run_1/route_heat.png
Bar = 20 um. 12 x 12 tiles, from black (low) to pale yellow (high), scaled to the fullest tile. Values are wire area over tile area, all layers added.
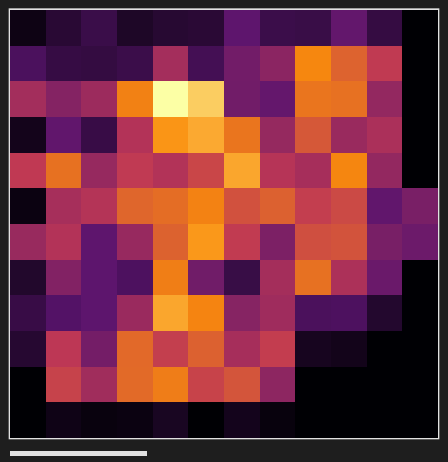
run_1/congestion_map.png
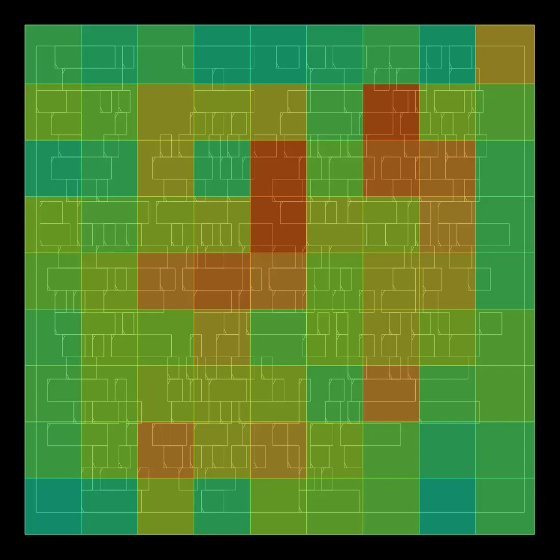
run_1/util_map.png
Bar = 20 um. 6 x 6 tiles, from black (low) to pale yellow (high), 0 to 100% covered.
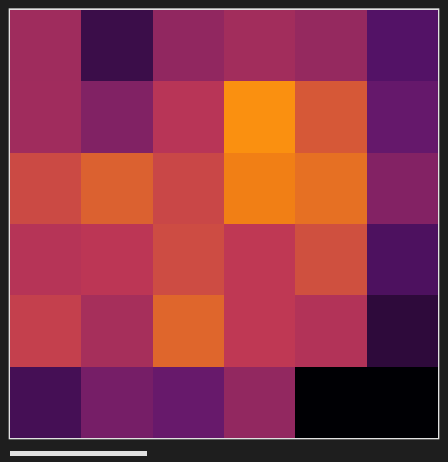
===== src/rtl/pulse_scheduler.sv =====
// Round-robin pulse scheduler: latches rising edges on N request lines and serves them
// one at a time as PULSE_W-cycle pulses with GAP_W guard cycles. Macro DROP_COUNT_EN adds drop_cnt.
module pulse_scheduler #(
  parameter int N       = 4,
  parameter int PULSE_W = 1,
  parameter int GAP_W   = 0,
  localparam int IW     = (N > 1) ? $clog2(N) : 1
) (
  input  logic          clk,
  input  logic          rst_n,
  input  logic [N-1:0]  en,
  output logic [N-1:0]  pulse_out,
  output logic          busy,
  output logic [IW-1:0] grant_id,
  output logic [N-1:0]  pending
`ifdef DROP_COUNT_EN
  ,
  output logic [15:0]   drop_cnt
`endif
);

  typedef enum logic [1:0] {IDLE, PULSE, GAP} state_t;

  localparam logic [7:0]    PW_M1 = 8'(PULSE_W - 1);
  localparam logic [7:0]    GW_M1 = 8'(GAP_W - 1);
  localparam logic [IW:0]   N_W   = (IW + 1)'(N);
  localparam logic [IW-1:0] LAST  = IW'(N - 1);

  state_t        state, state_n;
  logic [N-1:0]  en_q, edge_v, grant_mask, pend_n, pulse_n;
  logic [7:0]    cnt, cnt_n;
  logic [IW-1:0] rr_ptr, rr_n, gnt_idx, gid_n;
  logic          do_grant;
  logic [2*N-1:0] pend_dbl;
  logic [N-1:0]  rot;
  logic [IW:0]   first_k, idx_sum;

  assign edge_v = en & ~en_q;
  assign busy   = (state != IDLE);

  // Rotate pending so bit 0 is rr_ptr, take the lowest set bit, then map back.
  always_comb begin
    pend_dbl = {pending, pending} >> rr_ptr;
    rot      = pend_dbl[N-1:0];
    first_k  = '0;
    for (int k = N - 1; k >= 0; k--) begin
      if (rot[k]) first_k = (IW + 1)'(k);
    end
    idx_sum = {1'b0, rr_ptr} + first_k;
    if (idx_sum >= N_W) idx_sum = idx_sum - N_W;
    gnt_idx = idx_sum[IW-1:0];
    rr_n    = (gnt_idx == LAST) ? '0 : gnt_idx + 1'b1;
  end

  always_comb begin
    state_n  = state;
    cnt_n    = cnt;
    pulse_n  = pulse_out;
    do_grant = 1'b0;
    unique case (state)
      IDLE: begin
        if (|pending) begin
          do_grant = 1'b1;
          state_n  = PULSE;
        end
      end
      PULSE: begin
        if (cnt == 8'd0) begin
          if (GAP_W > 0) begin
            state_n = GAP;
            cnt_n   = GW_M1;
            pulse_n = '0;
          end else if (|pending) begin
            do_grant = 1'b1;
          end else begin
            state_n = IDLE;
            pulse_n = '0;
          end
        end else begin
          cnt_n = cnt - 8'd1;
        end
      end
      GAP: begin
        if (cnt == 8'd0) begin
          if (|pending) begin
            do_grant = 1'b1;
            state_n  = PULSE;
          end else begin
            state_n = IDLE;
          end
        end else begin
          cnt_n = cnt - 8'd1;
        end
      end
      default: state_n = IDLE;
    endcase
    grant_mask = do_grant ? (N'(1) << gnt_idx) : '0;
    if (do_grant) begin
      cnt_n   = PW_M1;
      pulse_n = grant_mask;
    end
    // grant_id reads 0 whenever no pulse is on the bus.
    gid_n = (pulse_n == '0) ? '0 : (do_grant ? gnt_idx : grant_id);
    // A same-cycle edge on the granted channel re-arms it.
    pend_n = (pending & ~grant_mask) | edge_v;
  end

  always_ff @(posedge clk) begin
    en_q <= en;
    if (!rst_n) begin
      state     <= IDLE;
      pulse_out <= '0;
      grant_id  <= '0;
      pending   <= '0;
      rr_ptr    <= '0;
      cnt       <= '0;
    end else begin
      state     <= state_n;
      pulse_out <= pulse_n;
      grant_id  <= gid_n;
      pending   <= pend_n;
      cnt       <= cnt_n;
      if (do_grant) rr_ptr <= rr_n;
    end
  end

`ifdef DROP_COUNT_EN
  logic [N-1:0] drop_v;
  logic [4:0]   drop_sum;
  logic [16:0]  drop_acc;

  always_comb begin
    drop_v   = edge_v & pending & ~grant_mask;
    drop_sum = '0;
    for (int k = 0; k < N; k++) drop_sum = drop_sum + 5'(drop_v[k]);
    drop_acc = {1'b0, drop_cnt} + 17'(drop_sum);
  end

  always_ff @(posedge clk) begin
    if (!rst_n) drop_cnt <= '0;
    else        drop_cnt <= drop_acc[16] ? 16'hFFFF : drop_acc[15:0];
  end
`endif

endmodule


===== config.mk =====
export PLATFORM = sky130hd
export DESIGN_NAME = pulse_scheduler
export DESIGN_NICKNAME = d
export VERILOG_FILES = /design/src/rtl/pulse_scheduler.sv
export SDC_FILE = /design/constraint.sdc
export NUM_CORES = 1
export LEC_CHECK = 0
export ABC_AREA = 1
export ABC_CLOCK_PERIOD_IN_PS = 2250
export CAP_MARGIN = 25
export CELL_PAD_IN_SITES_DETAIL_PLACEMENT = 1
export CELL_PAD_IN_SITES_GLOBAL_PLACEMENT = 1
export CORE_UTILIZATION = 35
export CTS_CLUSTER_SIZE = 16
export DETAILED_ROUTE_END_ITERATION = 10
export PLACE_DENSITY_LB_ADDON = 0.1
export SLEW_MARGIN = 20
export SYNTH_ARGS = -nofsm -noshare
export SYNTH_HDL_FRONTEND = slang
export SYNTH_SLANG_ARGS = --single-unit

===== constraint.sdc =====
create_clock -name clk -period 2.25 [get_ports clk]
set_input_delay 0.5625 -clock clk [delete_from_list [all_inputs] [get_ports clk]]
set_output_delay 0.5625 -clock clk [all_outputs]
set_load 0.1 [all_outputs]

==> impl.org, run 1 <==
* Implementation run

** Setup path
- Worst path depth :: 18
- Worst reg-to-reg setup slack :: 0.04 ns
- Arrival time at the worst endpoint :: around 2.5 ns
- Type of element launching the critical path :: register
- Critical path type :: reg -> reg
- Depth of the most critical reg-to-reg path :: 18
- FF-to-FF End :: grant_id[0]$_SDFFE_PP0N_
- Reg2Reg Launch Point :: rr_ptr[0]$_SDFFE_PN0N_
- The worst setup path is captured at a register.
- Of all nets on the critical path, the largest fanout is 5.
- Peak per-stage delay on the critical path :: between 0.4 and 0.5 ns

** Die
- Die extent in x :: 62.4 um
- Once the floorplan was initialized, standard cells occupied between 30 and 40% of the core.
- Die Height :: between 60 and 70 um
- Pin placement for this block handled 17 I/O pins.

** Clocking
- TritonCTS built the clock tree.
- Bufs on Longest Clock Path :: 2
- Per the CTS log, the root buffer master is sky130_fd_sc_hd__clkbuf_4.
- Insertion delay to the later sink of the worst-skew pair :: 0.32 ns
- # Post-CTS Setup Buffers :: 0

** Timing
- Looking at the max-slew report, the worst-margin pin has a slew of about 0.28 ns.
- Of the available clock period, the critical path in the final layout requires approximately 98%.
- Max-slew check failures listed in the final report amount to 0.
- Hold is met by slightly below 0.5 ns.
- The routed design could run at a clock period as short as ~2.2 ns.
- RSZ-0062 raised after global routing :: true
- Setup clock skew after layout :: 0.00200 ns

** Yosys
- Top flip-flop cell by instance count after synthesis :: sky130_fd_sc_hd__dfxtp_1
- Sorting the synthesized cells by area gives the leading types as sky130_fd_sc_hd__dfxtp_1, sky130_fd_sc_hd__nand2_1, sky130_fd_sc_hd__a21oi_1, sky130_fd_sc_hd__inv_1, sky130_fd_sc_hd__nor2_1.
- Chip Area, Yosys :: 1280 um^2
- After Yosys synthesis, XOR and XNOR cells account for 2.06% of the synthesized area.
- Compound-cell area share of the yosys netlist :: between 10% and 20%
- In the Yosys stats the netlist draws on 30 distinct library cells.
- Yosys instantiated no cell more often than sky130_fd_sc_hd__nand2_1.
- During synthesis, Yosys emitted a total of 0 warnings.
- The largest total area in the synthesized netlist belongs to sky130_fd_sc_hd__dfxtp_1.
- Share of flip-flops with an asynchronous set or reset after synthesis :: 0%
- After synthesis the cells add up to 1280 um^2.
- Net count after synthesis :: about 180
- Number of enable-type register cells in the synthesized netlist :: 0
- Main kind of combinational logic by area :: simple AND/OR/NAND/NOR gates
- Counting every instance in the synthesized netlist gives 168.

** Cells and area
- Post-route cell area :: between 1500 and 2000 um^2
- The class occupying the most area after layout is reported as multi-input combinational cells.
- Layout-stage area growth over the synthesis result :: 32.4%
- Non-clock buffers make up 13.4% of the layout cell area.
- Ranked by flip-flop count, first place goes to cnt.
- Most frequent standard cell in the layout excluding fill and tap cells :: sky130_fd_sc_hd__nand2_1
- Final net count :: 208
- Fill cell count :: roughly 420
- The layout contains a multi-input combinational cell count of roughly 120.
- Sequential cell area share :: between 30 and 40%
- The layout has 3 clock buffers.
- Clk tree area frac :: between 1.5 and 2%
- Seq Cell Count :: 25
- ANT cells :: 0

** Pwr
- Relative contribution of sequential cells to total power :: approximately a quarter
- Power attributed to combinational cells is between 0.0015 and 0.002 W.
- Cell Int Power :: about 0.0013 W
- Power consumed by the clock network :: ~0.0002 W
- Largest voltage drop on the vdd net :: slightly above 0.8 mV
- Seq pwr :: roughly 0.00063 W
- After layout, the design draws a total of 0.00269 W.
- For this design the total switching power over the nets is 0.00142 W.

** Routing
- DRC violations left :: 0
- Detailed routing placed a total of roughly 95 um of wire on met3.
- Per the post-route antenna check, the number of violating nets is 0.
- Via Count :: 1125
- Top Metal Used :: met4
- Drt pass-1 iters :: 4

** GRT
- The first global-routing pass estimated slightly above 5000 um of wire.
- Total global routing overflow :: 0
- Global routing put the most usage on met2.
- Global-route track usage on met1 :: a little under a quarter
- Initial antenna violation count :: 0

** Hold path
- Hold path startpoint :: cnt[0]$_SDFFE_PP0P_

** Place
- Buffers placed on the I/O ports in this run total 16.
- The number of placed instances, taps included, is 235.
- Post-DP HPWL :: between 2000 and 2500 um

** Outcome
- The run finished with clean final reports.

** Flow run
- Number of violations of the max-capacitance limit :: 0
## Picture notes: route_heat.png
The fullest tile reaches 0.35. The mean over all tiles is 0.12. 30% of the tiles are over half the peak. The densest ninth of the die: centre. The emptiest ninth of the die: south-east.

## Picture notes: congestion_map.png
GRT met2 Usage: 25.3%
final routed wire length divided by cell count: 12.5 um
GRT Total Usage: 16.5%
GR Util met3: 3.47%
fraction of the core area covered by cells at the end of the flow: 49.5%

## Picture notes: util_map.png
2.8% of the tiles are over 75% full. 5.6% of the tiles are nearly empty. The mean over all tiles is 42%. The emptiest ninth of the die: south-east. The fullest tile reaches 76%.

run_1/m1.png
Bar = 20 um.
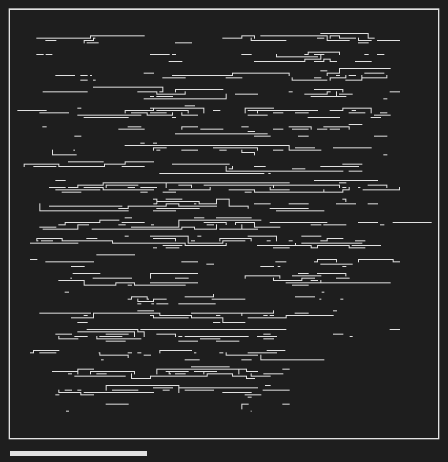

--- run 2 (diff from run 1) ---
--- a/config.mk
+++ b/config.mk
@@ -8,12 +8,10 @@
 export ABC_AREA = 1
 export ABC_CLOCK_PERIOD_IN_PS = 2250
 export CAP_MARGIN = 25
-export CELL_PAD_IN_SITES_DETAIL_PLACEMENT = 1
-export CELL_PAD_IN_SITES_GLOBAL_PLACEMENT = 1
-export CORE_UTILIZATION = 35
+export CORE_UTILIZATION = 48
 export CTS_CLUSTER_SIZE = 16
 export DETAILED_ROUTE_END_ITERATION = 10
-export PLACE_DENSITY_LB_ADDON = 0.1
+export PLACE_DENSITY = 0.74
 export SLEW_MARGIN = 20
 export SYNTH_ARGS = -nofsm -noshare
 export SYNTH_HDL_FRONTEND = slang
run_2/m1.png
Bar = 20 um.
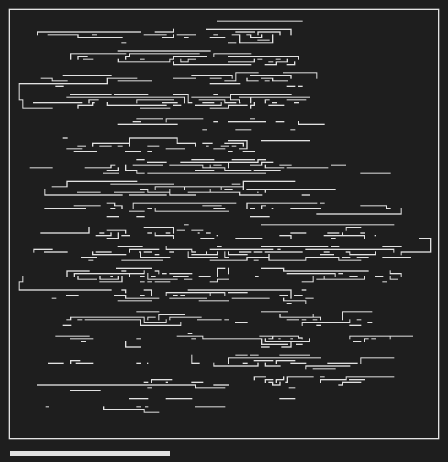
The layer carries 1270 um of wire. 187 nets have wire on it. The longest straight run is 19.8 um. The layer holds 44% of the routed length. The wires run mostly horizontal.

run_2/util_map.png
Bar = 20 um. 11 x 11 tiles, from black (low) to pale yellow (high), 0 to 100% covered.
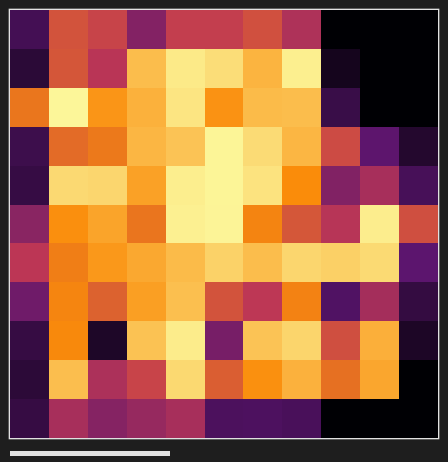
Std-Cell Core Area: 2500 um^2
core utilization at floorplan: 51.1%

==> impl.org, run 2 <==
* Implementation run

** Clocking
- Number of sinks on the clock net :: 25
- Bufs on Longest Clock Path :: 2 (unchanged)
- The tree is rooted in a sky130_fd_sc_hd__clkbuf_4.
- # Post-CTS Setup Buffers :: 2 (+2)
- The clock latency reported for the late side of the worst-skew pair came to 0.33 ns (about the same).
- TritonCTS built the clock tree.

** Cells and area
- Number of clock buffers in the layout :: 3 (unchanged)
- Non-CTS inverters :: 25
- The fraction of standard cell area that is sequential came to 31.4% (+0.65 points).
- The count of filler cells inserted in the layout was 199 (-53%).
- Largest register by flop count :: cnt
- Per the area breakdown, the dominant cell category is multi-input combinational cells.
- Most frequent standard cell in the layout excluding fill and tap cells :: sky130_fd_sc_hd__nand2_1
- Final net count :: 207 (-0.48%)
- The non-clock buffering overhead in the final layout came to 13.2% (-0.17 points).
- Seq Cell Count :: 25 (unchanged)
- Fraction of the core area covered by cells at the end of the flow :: 66.3% (+17 points)
- Clk tree area frac :: 1.66% (+0.034 points)
- The count of antenna diodes in the layout came to 0 (unchanged).
- Post-route cell area :: 1660 um^2 (-2.1%)
- From synthesis to final layout, the design area changed by 29.7%.
- The number of multi-input combinational cells came to 115 (unchanged).
- Cells with a size suffix above 1 make up around two fifths of the layout.

** Routing
- Length of routed wiring on met1 :: about 1300 um
- Top Metal Used :: met4
- In this run, the number of DRC markers left after iteration 0 of detailed routing was 15.
- The routed via count came to 1151 (+2.3%).
- The post-route antenna net violation count came to 0 (unchanged).
- The DRC violations left is 0 (unchanged).
- Detail-routed via count per cell :: roughly 5.1
- WL met3 :: 85 um (-11%)
- The detailed router reports a met2 wire length of 1470 um.
- Final routed wire length divided by cell count :: 12.7 um (+1.5%)
- The number of detailed-route iterations in the first pass was 4 (unchanged).

** Pwr
- Relative contribution of sequential cells to total power :: 23.5% (about the same)
- The sequential logic power was 0.000630 W (about the same).
- The total chip power was 0.00268 W (-0.19%).
- Cell Int Power :: 0.00125 W (-1.1%)
- The power of the combinational group is 0.00184 W (about the same).
- The switching power total was 0.00143 W (+0.63%).
- The clock network power was 0.000211 W (+5%).
- Cell area power density :: ~1600 nW/um^2
- The worst ir drop on vdd is 1.26 mV (+54%).

** Yosys
- Synth top cells by count :: sky130_fd_sc_hd__nand2_1, sky130_fd_sc_hd__dfxtp_1, sky130_fd_sc_hd__inv_1
- The count of unique library cells instantiated by Yosys is 30 (unchanged).
- Ranked by total cell area, the synthesized netlist is headed by sky130_fd_sc_hd__dfxtp_1, sky130_fd_sc_hd__nand2_1, sky130_fd_sc_hd__a21oi_1, sky130_fd_sc_hd__inv_1, sky130_fd_sc_hd__nor2_1.
- Top flip-flop cell by instance count after synthesis :: sky130_fd_sc_hd__dfxtp_1
- Main kind of combinational logic by area :: simple AND/OR/NAND/NOR gates
- The total nets after synthesis is 178 (unchanged).
- Compound-cell area share of the yosys netlist :: 11.1% (unchanged)
- In the post-synthesis netlist, the cell with the most instances is sky130_fd_sc_hd__nand2_1.
- Post-synthesis instance total :: 168 (unchanged)
- Count of state elements after synthesis :: 25
- The number of enable-type register cells in the synthesized netlist is 0 (unchanged).
- XOR/XNOR Area Share :: 2.06% (unchanged)
- Post-synthesis cell type with the largest combined area :: sky130_fd_sc_hd__dfxtp_1
- The warning count from the yosys run is 0 (unchanged).
- The fraction of synthesis flops using an asynchronous set or reset pin was 0% (unchanged).
- The synthesized area is 1280 um^2 (unchanged).
- The yosys-reported design area after synthesis was 1280 um^2 (unchanged).

** Setup path
- Worst path depth :: 17 (-1)
- Largest delay share family, worst path :: simple AND/OR/NAND/NOR gates
- For reference, the most critical setup path is categorized as reg -> reg.
- Maximum fanout encountered on the critical timing path :: 5 (unchanged)
- STA classifies the critical path endpoint as a register.
- The required time at the worst endpoint is listed as approximately 2.5 ns.
- Peak per-stage delay on the critical path :: 0.42 ns (about the same)
- Arrival time at the worst endpoint :: 2.56 ns (+0.09 ns)
- Reg2Reg Launch Point :: rr_ptr[0]$_SDFFE_PN0N_
- Depth of the most critical reg-to-reg path :: 17 (-1)
- STA classifies the critical path startpoint as a register.
- The worst register-to-register path ends at grant_id[0]$_SDFFE_PP0N_.
- The flop-to-flop setup slack is -0.04 ns (-0.08 ns).

** GRT
- The met1 global-route usage came to 22.5% (-0.60 points).
- The global routing usage on met3 came to 4.24% (+0.77 points).
- The total congestion overflow is 0 (unchanged).
- Initial antenna violation count :: 0 (unchanged)
- Grt peak-use layer :: met2
- The total track usage came to 20.7% (+4.2 points).
- The wire length of the first global-routing pass came to 4180 um (-18%).
- The global routing met2 resource utilization was 37.3% (+12 points).

** Place
- Port-buffer cells :: 16 (unchanged)
- The placed instance count came to 216 (-8.1%).
- Post-DP HPWL :: 2060 um (-13%)

** Timing
- The number of max-slew violations in the final report came to 0 (unchanged).
- RSZ-0062 raised after global routing :: true
- Final number of hold-violating endpoints :: 0
- Transition time of the tightest slew-check pin :: 0.270 ns (-0.0118 ns)
- Final-report setup violation count :: 2
- The final cycle utilization of the critical path was 102% (+3.6 points).
- Once routing completed, OpenROAD measured the worst setup slack at -0.0357 ns.
- The time the final worst path needs with I/O delays and setup was 2.29 ns (+0.0803 ns).
- Total negative setup slack :: -0.0406 ns
- The final hold slack is 0.485 ns (+0.00219 ns).
- Setup clock skew after layout :: 0.00280 ns (+0.000800 ns)

** Flow run
- The tally of max-capacitance violations came to 0 (unchanged).
- OpenROAD emitted warnings numbering 28.

** Outcome
- The run finished, with violations left.
- The final reports fail on setup timing.

** Die
- The die height was 53.6 um (-14%).
- The I/O pin total was 17 (unchanged).
- The x dimension of the die is 53.6 um (-14%).

** Hold path
- Hold path startpoint :: en_q[0]$_DFF_P_
Power is estimated from default activity; no workload was simulated.
